### Clock wiring as the flow saved it, run 1

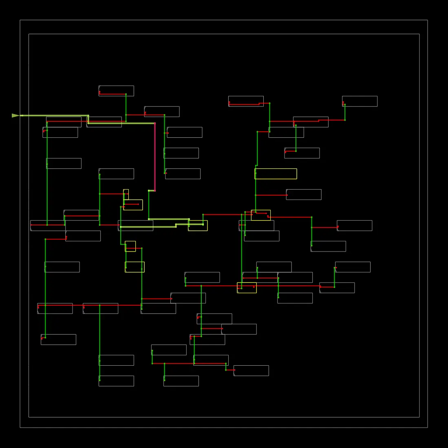
### Cell area per tile, run 1

Scale: 3 px per µm. 11 x 11 tiles, from black (low) to pale yellow (high), 0 to 100% covered.
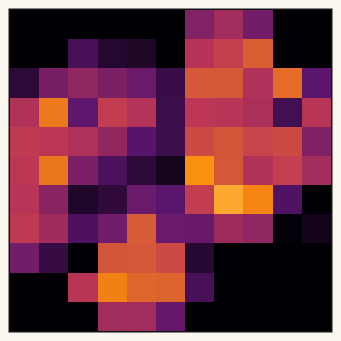
### Ports around the boundary, run 1

Scale: 3 px per µm. Pins as bars across the die edge, other pins in gray.
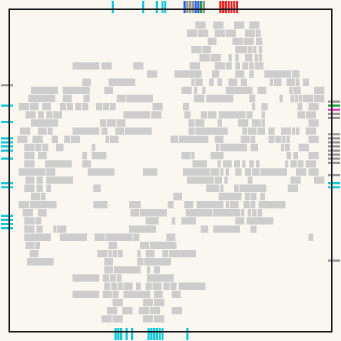
$ cat src/rtl/ctrl_pkg.sv
// Shared types and constants for the RV32I
// multicycle sequencing controller.
package ctrl_pkg;

  typedef enum logic [3:0] {
    FETCH,
    DECODE,
    EXEC_R,
    EXEC_I,
    LUI,
    AUIPC,
    WB_ALU,
    MEM_ADDR,
    MEM_RD,
    WB_MEM,
    MEM_WR,
    BRANCH,
    JAL,
    TRAP
  } state_t;

  localparam logic [6:0] OP_R      = 7'b0110011;
  localparam logic [6:0] OP_I      = 7'b0010011;
  localparam logic [6:0] OP_LOAD   = 7'b0000011;
  localparam logic [6:0] OP_STORE  = 7'b0100011;
  localparam logic [6:0] OP_BRANCH = 7'b1100011;
  localparam logic [6:0] OP_LUI    = 7'b0110111;
  localparam logic [6:0] OP_AUIPC  = 7'b0010111;
  localparam logic [6:0] OP_JAL    = 7'b1101111;

  localparam logic [1:0] A_PC    = 2'b00;
  localparam logic [1:0] A_RS1   = 2'b01;
  localparam logic [1:0] A_OLDPC = 2'b10;
  localparam logic [1:0] A_ZERO  = 2'b11;

  localparam logic [1:0] B_RS2  = 2'b00;
  localparam logic [1:0] B_FOUR = 2'b01;
  localparam logic [1:0] B_IMM  = 2'b10;

  localparam logic [1:0] M2R_ALU = 2'b00;
  localparam logic [1:0] M2R_MDR = 2'b01;
  localparam logic [1:0] M2R_PC  = 2'b10;

  localparam logic [1:0] ALU_ADD   = 2'b00;
  localparam logic [1:0] ALU_SUB   = 2'b01;
  localparam logic [1:0] ALU_FUNCT = 2'b10;

  function automatic logic branch_ok(
    input logic [2:0] f3
  );
    return f3[2:1] == 2'b00;
  endfunction

endpackage

$ cat src/rtl/mem_wait_timer.sv
// Counts consecutive cycles a memory request
// is left waiting; flags the last allowed one.
module mem_wait_timer #(
  parameter int TIMEOUT = 255
) (
  input  logic CLK,
  input  logic RESET_N,
  input  logic clear,
  input  logic count,
  output logic expired
);

  localparam int W =
    (TIMEOUT > 1) ? $clog2(TIMEOUT) : 1;
  localparam logic [W-1:0] LIMIT =
    W'(TIMEOUT - 1);

  logic [W-1:0] cnt;

  // wait counter, restarts whenever not waiting
  always_ff @(posedge CLK or negedge RESET_N) begin
    if (!RESET_N) begin
      cnt <= '0;
    end else if (clear) begin
      cnt <= '0;
    end else if (count) begin
      cnt <= cnt + W'(1);
    end
  end

  assign expired = count && (cnt == LIMIT);

endmodule

$ cat src/rtl/control_multiciclo.sv
// Multicycle RV32I controller: sequences the
// shared-memory datapath through FETCH..WB.
module control_multiciclo
  import ctrl_pkg::*;
#(
  parameter int TIMEOUT = 255,
  parameter int CNT_W   = 32
) (
  input  logic             CLK,
  input  logic             RESET_N,
  input  logic [6:0]       opcode,
  input  logic [2:0]       funct3,
  input  logic             zero,
  input  logic             mem_ready,
  output logic             pc_write,
  output logic             ir_write,
  output logic             mem_read,
  output logic             mem_write,
  output logic             iord,
  output logic             reg_write,
  output logic [1:0]       mem_to_reg,
  output logic [1:0]       alu_src_a,
  output logic [1:0]       alu_src_b,
  output logic [1:0]       alu_op,
  output logic             pc_source,
  output logic             illegal,
  output logic             timeout,
  output logic [CNT_W-1:0] retired
);

  state_t state, nxt;
  logic   waiting;
  logic   stalled;
  logic   expired;
  logic   trap_ill;
  logic   trap_to;
  logic   retire;

  assign stalled = waiting && !mem_ready;

  mem_wait_timer #(
    .TIMEOUT(TIMEOUT)
  ) u_timer (
    .CLK    (CLK),
    .RESET_N(RESET_N),
    .clear  (!stalled),
    .count  (stalled),
    .expired(expired)
  );

  // state, sticky trap flags, retire counter
  always_ff @(posedge CLK or negedge RESET_N) begin
    if (!RESET_N) begin
      state   <= FETCH;
      illegal <= 1'b0;
      timeout <= 1'b0;
      retired <= '0;
    end else begin
      state <= nxt;
      if (trap_ill) illegal <= 1'b1;
      if (trap_to)  timeout <= 1'b1;
      if (retire)   retired <= retired + 1'b1;
    end
  end

  // next state and Moore/Mealy control decode
  always_comb begin
    nxt        = state;
    waiting    = 1'b0;
    trap_ill   = 1'b0;
    trap_to    = 1'b0;
    retire     = 1'b0;
    pc_write   = 1'b0;
    ir_write   = 1'b0;
    mem_read   = 1'b0;
    mem_write  = 1'b0;
    iord       = 1'b0;
    reg_write  = 1'b0;
    mem_to_reg = M2R_ALU;
    alu_src_a  = A_PC;
    alu_src_b  = B_RS2;
    alu_op     = ALU_ADD;
    pc_source  = 1'b0;
    unique case (state)
      FETCH: begin
        mem_read  = 1'b1;
        alu_src_a = A_PC;
        alu_src_b = B_FOUR;
        waiting   = 1'b1;
        if (mem_ready) begin
          ir_write = 1'b1;
          pc_write = 1'b1;
          nxt      = DECODE;
        end else if (expired) begin
          trap_to = 1'b1;
          nxt     = TRAP;
        end
      end
      DECODE: begin
        alu_src_a = A_OLDPC;
        alu_src_b = B_IMM;
        unique case (1'b1)
          opcode == OP_R:
            nxt = EXEC_R;
          opcode == OP_I:
            nxt = EXEC_I;
          opcode == OP_LOAD,
          opcode == OP_STORE:
            nxt = MEM_ADDR;
          opcode == OP_BRANCH: begin
            if (branch_ok(funct3)) begin
              nxt = BRANCH;
            end else begin
              trap_ill = 1'b1;
              nxt      = TRAP;
            end
          end
          opcode == OP_LUI:
            nxt = LUI;
          opcode == OP_AUIPC:
            nxt = AUIPC;
          opcode == OP_JAL:
            nxt = JAL;
          default: begin
            trap_ill = 1'b1;
            nxt      = TRAP;
          end
        endcase
      end
      EXEC_R: begin
        alu_src_a = A_RS1;
        alu_src_b = B_RS2;
        alu_op    = ALU_FUNCT;
        nxt       = WB_ALU;
      end
      EXEC_I: begin
        alu_src_a = A_RS1;
        alu_src_b = B_IMM;
        alu_op    = ALU_FUNCT;
        nxt       = WB_ALU;
      end
      LUI: begin
        alu_src_a = A_ZERO;
        alu_src_b = B_IMM;
        nxt       = WB_ALU;
      end
      AUIPC: begin
        alu_src_a = A_OLDPC;
        alu_src_b = B_IMM;
        nxt       = WB_ALU;
      end
      WB_ALU: begin
        reg_write  = 1'b1;
        mem_to_reg = M2R_ALU;
        retire     = 1'b1;
        nxt        = FETCH;
      end
      MEM_ADDR: begin
        alu_src_a = A_RS1;
        alu_src_b = B_IMM;
        nxt = (opcode == OP_LOAD) ? MEM_RD
                                  : MEM_WR;
      end
      MEM_RD: begin
        mem_read = 1'b1;
        iord     = 1'b1;
        waiting  = 1'b1;
        if (mem_ready) begin
          nxt = WB_MEM;
        end else if (expired) begin
          trap_to = 1'b1;
          nxt     = TRAP;
        end
      end
      WB_MEM: begin
        reg_write  = 1'b1;
        mem_to_reg = M2R_MDR;
        retire     = 1'b1;
        nxt        = FETCH;
      end
      MEM_WR: begin
        mem_write = 1'b1;
        iord      = 1'b1;
        waiting   = 1'b1;
        if (mem_ready) begin
          retire = 1'b1;
          nxt    = FETCH;
        end else if (expired) begin
          trap_to = 1'b1;
          nxt     = TRAP;
        end
      end
      BRANCH: begin
        alu_src_a = A_RS1;
        alu_src_b = B_RS2;
        alu_op    = ALU_SUB;
        pc_source = 1'b1;
        pc_write  = zero ^ funct3[0];
        retire    = 1'b1;
        nxt       = FETCH;
      end
      JAL: begin
        pc_write   = 1'b1;
        pc_source  = 1'b1;
        reg_write  = 1'b1;
        mem_to_reg = M2R_PC;
        retire     = 1'b1;
        nxt        = FETCH;
      end
      TRAP: begin
        nxt = TRAP;
      end
      default: begin
        nxt = FETCH;
      end
    endcase
    if (!RESET_N) begin
      pc_write   = 1'b0;
      ir_write   = 1'b0;
      mem_read   = 1'b0;
      mem_write  = 1'b0;
      iord       = 1'b0;
      reg_write  = 1'b0;
      mem_to_reg = M2R_ALU;
      alu_src_a  = A_PC;
      alu_src_b  = B_RS2;
      alu_op     = ALU_ADD;
      pc_source  = 1'b0;
    end
  end

endmodule

$ cat config.mk
export PLATFORM = sky130hd
export DESIGN_NAME = control_multiciclo
export DESIGN_NICKNAME = d
export VERILOG_FILES = /design/src/rtl/ctrl_pkg.sv /design/src/rtl/mem_wait_timer.sv /design/src/rtl/control_multiciclo.sv
export SDC_FILE = /design/constraint.sdc
export NUM_CORES = 1
export LEC_CHECK = 0
export CAP_MARGIN = 20
export CORE_MARGIN = 2
export CORE_UTILIZATION = 25
export DETAILED_ROUTE_END_ITERATION = 12
export SYNTH_ARGS = -nofsm -noshare
export SYNTH_HDL_FRONTEND = slang
export SYNTH_HIERARCHICAL = 1
export SYNTH_SLANG_ARGS = --single-unit
$ cat constraint.sdc
create_clock -name CLK -period 4.45 [get_ports CLK]
set_clock_uncertainty 0.2 [all_clocks]
set_input_delay 0.89 -clock CLK [delete_from_list [all_inputs] [get_ports CLK]]
set_output_delay 0.89 -clock CLK [all_outputs]
set_load 0.03 [all_outputs]
==> CHANGELOG.md, run 1 <==
### Changed

- Share of the yosys chip area belonging to registers: 0.434
- CTS clock-pin slew for the worst setup and hold paths: 0.09 ns
- CTS H-Tree Depth: 2
- Post CTS Setup Buffer Count: 0
- Number of storage elements in the synthesis netlist: 46
- DRC: 0
- Post-synthesis instance total: 270
- Cell area after synthesis: 2650 µm²
- Most common cell in the netlist: sky130_fd_sc_hd__dfrtp_1
- Overall overflow remaining after global route: 0
- Max stage delay cell, worst path: sky130_fd_sc_hd__clkdlybuf4s50_1
- Well-tap cell count: 136
- Filler Cell Count: 1062
- Most numerous logic cell after layout: sky130_fd_sc_hd__clkdlybuf4s50_1
- Signal inverters: 3
- Maximum resistive drop on vdd: 0.166 mV
- Signed area change from the synthesized netlist to the final layout: 31.2%
- Crit path setup slack, layout: 0.739 ns
- Cell taking the most area after synthesis: sky130_fd_sc_hd__dfrtp_1
- Outcome: finished clean
- TritonCTS Buffers: 5
- Final setup vio count: 0
- Worst-Margin Slew: 0.722 ns
- Register name with the most flops: retired
- Initial antenna violation count: 0
- Dominant cell type by count on the critical path: sky130_fd_sc_hd__clkdlybuf4s50_1
- Leakage component of the power: 1.33 nW
- Post-route minimum period: 3.71 ns
- Tool warnings: 27
- DP HPWL: 4.57 mm
-- 'Clock wiring as the flow saved it' (at the start) --
source-to-sink clock delay at the later pin of the worst-skew pair: 0.29 ns
total number of clock tree sinks: 46

-- 'Cell area per tile' (at the start) --
tiles over 75% full: 1.7%
mean over tiles: 29%
fullest tile: 81%
emptiest ninth of the die: bottom right
nearly empty tiles: 28%
core area: 10300 µm²
post-layout utilization of the core: 0.337
Floorplan Utilization: 0.257

-- 'Ports around the boundary' (at the start) --
[cyan] `retired` | pins: 32 | direction: output | edge: 13 left, 12 bottom, 5 top, 2 right
[green] `mem_to_reg` | pins: 2 | direction: output | edge: 1 top, 1 right
[magenta] `pc_write` | pins: 1 | direction: output | edge: right
[blue] `funct3` | pins: 3 | direction: input | edge: top
[red] `opcode` | pins: 7 | direction: input | edge: top
floorplan die width: 107 µm
die outline height: 107 µm
I/O Buffers: 62

## run 1: final timing paths
path / start / to / slack, ns / cells after the start
max: mem_ready / pc_write / 0.74 / 5
min: retired[31] / retired[31] / 0.28 / 1
max reg2reg: state[2] / state[2] / 1.28 / 9
min reg2reg: retired[31] / retired[31] / 0.28 / 1
max in group asynchronous: RESET_N / retired[18] / 2.88 / 2
min in group asynchronous: RESET_N / u_timer/cnt[6] / 0.34 / 1
## run 1: cell families after synthesis
kind of cell / Yosys count / synth area share
adders and majority gates: 3 / 0.0141
and+or+nand+nor: 131 / 0.285
buffers and inverters: 15 / 0.0354
AOI/OAI and AO/OA: 35 / 0.0981
muxes: 3 / 0.0118
xor gates and xnor gates: 37 / 0.122
DFF: 46 / 0.434
## run 1: stage by stage
| stage | utilization | total power (W) | area, µm² | cells | hold WS (ns) |
|---|---|---|---|---|---|
| 5_1_grt | 0.337 | 0.00165 | 3480 | 466 | 0.302 |
| 3_5_place_dp | 0.327 | 0.00125 | 3370 | 458 | 0.275 |
| 3_3_place_gp | 0.327 | 0.00123 | 3370 | 458 | 0.266 |
| 4_1_cts | 0.337 | 0.00157 | 3480 | 466 | 0.289 |
| 6_report | 0.337 | 0.00155 | 3480 | 466 | 0.284 |
| 2_1_floorplan | - | 0.00104 | 2650 | 270 | 0.323 |
## run 1: per-layer routing
layer | global-route usage | share of wire | vias to the layer above
met3 | 0.0207 | 0.031 | 2
met4 | 0.0250 | 0.0026 | 0
met5 | 0 | 0 | -
met1 | 0.162 | 0.48 | 1119
li1 | - | - | 1094
met2 | 0.193 | 0.49 | 44
## run 1: where the power goes
part	internal, W	switching, W
logic	0.000273	0.000354
clock network	0.000168	0.000147
registers	0.000468	0.000138
### Metal layers overlaid, run 1

Scale: 2 px per µm.
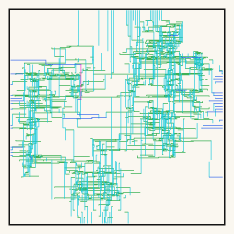

==> run 1 -> run 2 <==
==> constraint.sdc (replaced) <==
create_clock -name CLK -period 3.05 [get_ports CLK]
set_clock_uncertainty 0.2 [all_clocks]
set_input_delay 0.61 -clock CLK [delete_from_list [all_inputs] [get_ports CLK]]
set_output_delay 0.61 -clock CLK [all_outputs]
set_load 0.03 [all_outputs]
### Metal layers overlaid, run 2

Scale: 2 px per µm.
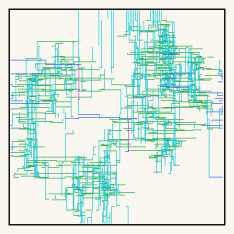
[blue] met3 | wire length: 268 µm
[cyan] met2 | wire length: 3230 µm
[green] met1 | wire length: 3060 µm
[magenta] met4 | wire length: 34.0 µm
total vias in the final route: 2276
overall track demand over capacity in global routing: 0.120
total routed wirelength: 6.59 mm
average wire per cell in the routed design: 13.8 µm

### Cell classes on the final placement, run 2

Scale: 2 px per µm.
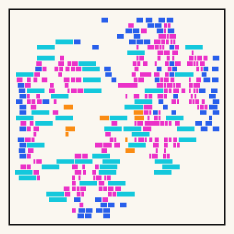
[blue] other buffers and delay cells | cells: 75
[magenta] all other logic | cells: 212
[orange] clock drivers and dummy loads | cells: 8
[cyan] flip-flops | cells: 46
number of rows in the core area: 37
sequential share of cell area: 0.325

==> run 2 against run 1 <==
Net effect: sequential power up 42%; total power up 46%; cell area up 2.2%; flip-flop count unchanged; die area unchanged; sequential share of layout area down 0.59 points; critical path depth down 1; register-to-register slack worse by 0.68 ns; critical endpoint is now reg_write; first-iteration DRC count up 29%; core utilization up 0.73 points.
==> CHANGELOG.md, run 2 <==
### Changed

- Register name with the most flops: retired
- Worst Min Path Start: timeout
- Beginning of the worst register-to-register path: state[2]
- Leakage component of the power: 1.41 nW (+5.6%)
- Filler Cell Count: 1063 (+0.094%)
- DP HPWL: 4.67 mm (+2.2%)
- Post-synthesis instance total: 270 (unchanged)
- CTS clock-pin slew for the worst setup and hold paths: 0.09 ns (about the same)
- Die outline height: 107 µm (unchanged)
- Total number of clock tree sinks: 46 (unchanged)
- Most common cell in the netlist: sky130_fd_sc_hd__dfrtp_1
- Maximum resistive drop on vdd: 0.304 mV (+84%)
- Outcome: finished clean
- Post-route cell area: 3560 µm² (+2.2%)
- Core area: 10300 µm² (unchanged)
- Worst-Margin Slew: 0.689 ns (-0.0334 ns)
- Floorplan die width: 107 µm (unchanged)
- CTS H-Tree Depth: 2 (unchanged)
- Worst Hold Endpoint: timeout
- Worst hold slack after final layout: 0.287 ns (+0.00220 ns)
- DRC: 0 (unchanged)
- Signed area change from the synthesized netlist to the final layout: 34.0%
- Hold path cells: 1 (unchanged)
- Cell area reported after detailed placement: 3410 µm² (+1.2%)
- Cell area after synthesis: 2650 µm² (unchanged)
- Register-to-register path setup slack: 0.60 ns (-0.68 ns)
- Total instance count after detailed placement: 464 (+1.3%)
- Length in cells of the worst reg-to-reg path: 9 (unchanged)
- Cell taking the most area after synthesis: sky130_fd_sc_hd__dfrtp_1
- Overall overflow remaining after global route: 0 (unchanged)
- Source-to-sink clock delay at the later pin of the worst-skew pair: 0.29 ns (about the same)
- Number of storage elements in the synthesis netlist: 46 (unchanged)
- I/O Buffers: 62 (unchanged)
- Tally of non-filler cells in the final layout: 477 (+2.4%)
- Floorplan Utilization: 0.257 (unchanged)
- Share of the yosys chip area belonging to registers: 0.434 (unchanged)
- R2r endpoint: state[2]
- Post-route minimum period: 2.92 ns
- Final setup vio count: 0 (unchanged)
- Crit path setup slack, layout: 0.129 ns (-0.610 ns)
- Buffer levels on the longest clock path: 2
- Critical Path Start: state[2]
- Tool warnings: 27 (unchanged)
- TritonCTS Buffers: 5 (unchanged)
### Cell area per tile, run 2

Scale: 3 px per µm. 11 x 11 tiles, from black (low) to pale yellow (high), 0 to 100% covered.
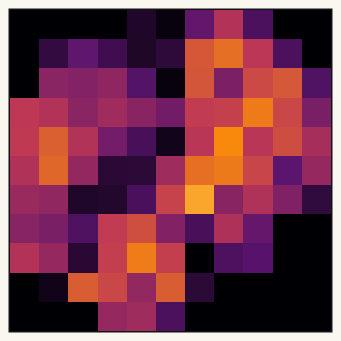
mean over tiles: 30%
fullest tile: 81%
nearly empty tiles: 22%
tiles over 75% full: 0.80%
emptiest ninth of the die: bottom right
post-layout utilization of the core: 0.345

run 2: kinds of logic after synthesis:
group	Yosys count	share of synthesized area
AND-OR/OR-AND	35	0.0981
XOR/XNOR	37	0.122
adder cells (fa/ha/maj)	3	0.0141
buffers and inverters	15	0.0354
flip-flops	46	0.434
multiplexers	3	0.0118
AND/OR/NAND/NOR	131	0.285
run 2: per-layer routing:
layer	vias to the layer above	wire (µm)	track usage
li1	1116	-	-
met1	1100	3060	0.161
met2	56	3230	0.199
met3	4	268	0.0255
met4	0	34	0.0223
met5	-	0	0
run 2: worst max-delay path, cell delays in order (launching register included):
cell and delay, ns:
sky130_fd_sc_hd__dfrtp_2 0.54, sky130_fd_sc_hd__nand2b_2 0.29, sky130_fd_sc_hd__o22ai_1 0.17, sky130_fd_sc_hd__and2_1 0.15, sky130_fd_sc_hd__clkdlybuf4s50_1 0.68
run 2: layout make-up:
| type | count | area share |
|---|---|---|
| clock buffer | 7 | 0.0243 |
| clock inverter | 1 | 0.00141 |
| inverter | 3 | 0.00317 |
| multi-input combinational | 209 | 0.398 |
| sequential | 46 | 0.325 |
| tap | 136 | 0.0478 |
| timing repair buffer | 75 | 0.200 |
run 2: power breakdown:
part	internal [W]	leakage [nW]	switching (W)	total [W]
registers	0.000687	0.614	0.000173	0.000860
clock network	0.000183	0.0482	0.000205	0.000388
logic	0.000446	0.744	0.000560	0.00101
run 2: timing repair:
action,CTS,global route
setup endpoints to repair,2,2
setup buffers,0,4
hold buffers,1,0
hold endpoints to repair,3,0
resized,2,3
run 2: worst max-delay path by stage:
stage	endpoint	slack (ns)	cells after the start
after floorplan	mem_write	0.29	4
after global placement	mem_write	0.28	5
after detailed placement	mem_write	0.21	5
after CTS	reg_write	0.11	4
after global routing	reg_write	0.02	4
final	reg_write	0.13	4
Power figures rest on the tool's default switching activity, not on a simulated workload.
